==> config.mk <==
export PLATFORM = sky130hd
export DESIGN_NAME = base_runner
export DESIGN_NICKNAME = d
export VERILOG_FILES = /design/src/rtl/baseball_pkg.sv /design/src/rtl/runner_advance.sv /design/src/rtl/base_runner.sv
export SDC_FILE = /design/constraint.sdc
export NUM_CORES = 1
export LEC_CHECK = 0
export CAP_MARGIN = 0
export CORE_MARGIN = 4
export CORE_UTILIZATION = 58
export DETAILED_ROUTE_END_ITERATION = 7
export PLACE_DENSITY = 0.85
export SETUP_SLACK_MARGIN = 0.5
export SYNTH_ARGS = -nofsm -noshare
export SYNTH_HDL_FRONTEND = slang
export SYNTH_SLANG_ARGS = --single-unit
==> constraint.sdc <==
create_clock -name clk_i -period 9.5 [get_ports clk_i]
set_clock_uncertainty 0.15 [all_clocks]
set_input_delay 2.85 -clock clk_i [delete_from_list [all_inputs] [get_ports clk_i]]
set_output_delay 2.85 -clock clk_i [all_outputs]
set_load 0.02 [all_outputs]
Signal wires on met1:
Scale bar: 20 um. Supply wires on this layer in gray.
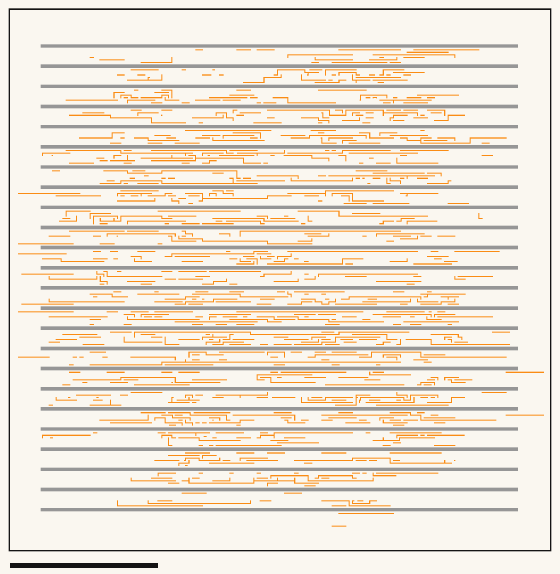
The longest straight run is 32.2 um. The layer holds 46% of the routed length.
M1 GR Usage: 29.0%
Routed WL: 5.56 mm
DR vias: 2211

Metal 2:
Scale bar: 20 um.
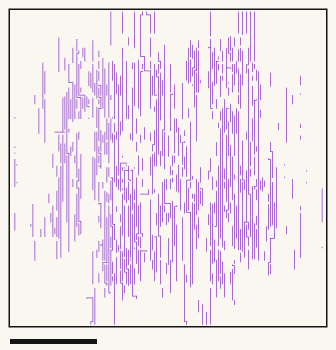
The layer carries 2720 um of wire. The wires run mostly vertical. 308 nets have wire on it. The longest straight run is 43.5 um. The layer holds 49% of the routed length.
routing usage on met2: 37.3%

==> job_summary.md <==
## Synthesis and layout report

| Metric | Value |
|---|---|
| CTS Hold Bufs | `0` |
| Most frequent logic cell in the layout | `clkdlybuf4s50_1` |
| Critical path's top delay family | `adder cells` |
| Stage-log warning count | `29` |
| Hold Path Stages | `2` |
| DR iter-0 viols | `132` |
| Synth Area in Adders | `17.6%` |
| Top cell category | `multi-input combinational cells` |
| Rows | `23` |
| Layout cell share with drive strength beyond 1 | `6.50%` |
| Comb/total area | `between 50% and 60%` |
| Arrival time worst endpoint | `approximately 7300 ps` |
| #FFs+latches synth | `33` |
| # diodes | `0` |
| CTS max path bufs | `2` |
| Placed cells | `between 300 and 400` |
| Crit-path most repeated cell | `inv_1` |
| Stages on the worst setup path | `21` |
| Met3 GRT Util | `3.17%` |
| DR top layer | `met4` |
| Comb power | `~32 uW` |
| Worst-path maximum fanout | `8` |
| Gate Count Post-Synth | `just under 300` |
| Global route overflow | `0` |
| DRC Markers | `0` |
| Post-Synth Simple-Gate Area | `approximately a quarter` |
| Comb pwr share | `a little under an eighth` |
| Setup TNS | `0 ps` |
| CTS H-tree depth | `2` |
| M1 WL | `roughly 2.5 mm` |
| Leakage | `between 0.001 and 0.0015 uW` |
| Nets | `about 360` |
| Fillers | `between 300 and 400` |
| Synth top area cells | `dfxtp_1 27%, ha_1 14%, a21oi_1 5.5%, inv_1 4.2%, nand2_1 3.5%` |
| P&R area growth vs syn | `19.0%` |
| Layout Cells excl Fill | `about 370` |
| RD Place Congestion | `a little over 0.9` |
| CP max-delay cell | `clkdlybuf4s50_1` |
| Most frequent cells in the layout | `38 x clkdlybuf4s50_1, 33 x dfxtp_1, 28 x ha_1, 27 x inv_1, 27 x a21oi_1` |
| Die height | `between 70 and 80 um` |
| Reg power frac | `50.1%` |
| Area reported by Yosys stat | `roughly 0.0024 mm^2` |
| FP Util | `60.6%` |
| Final worst slack | `approximately 2300 ps` |
| Global-route wire length before repair | `between 9 and 10 mm` |
| Hold WC Path Type | `reg -> reg` |
| Synthesized area | `about 0.0024 mm^2` |
| Outcome | `completed` |
| Finished Core Util | `72.0%` |
| Worst R2R Setup Slack | `about 5200 ps` |
| Syn avg cell area | `around 8.4 um^2` |
| CTS sink cnt | `33` |
| Yosys cell count | `about 290` |
| Dpl cell area | `roughly 0.0028 mm^2` |
| Final Cycle Share | `between 70% and 80%` |
| Tot GR Track Use | `between 20% and 30%` |
| Setup bufs post-CTS | `0` |
| Clock-cell share | `about 3.0%` |
| Worst Path Required | `between 9000 and 10000 ps` |
| Signal buf overhead | `13.1%` |
| Detail Placement HPWL | `around 4.3 mm` |
| Core area | `0.00403 mm^2` |
-- synthesized netlist by cell type (all sizes together), types with 2 or more instances --
| library cell | number |
|---|---|
| dfxtp | 33 |
| a21oi | 28 |
| ha | 28 |
| inv | 28 |
| nand2 | 24 |
| nor2 | 24 |
| nand3 | 10 |
| nor3 | 9 |
| o21ai | 9 |
| and3 | 7 |
| clkbuf | 7 |
| mux2i | 6 |
| a211oi | 5 |
| buf | 5 |
| fa | 4 |
| nand4 | 4 |
| nor2b | 4 |
| nor4 | 4 |
| o211ai | 4 |
| xor2 | 4 |
| a31oi | 3 |
| nand2b | 3 |
| nand3b | 3 |
| nand4b | 3 |
| xnor2 | 3 |
| a211o | 2 |
| a21o | 2 |
| a311oi | 2 |
| a31o | 2 |
| nor3b | 2 |
| o211a | 2 |
| or2 | 2 |
| or3 | 2 |
Power and IR drop assume default switching activity.
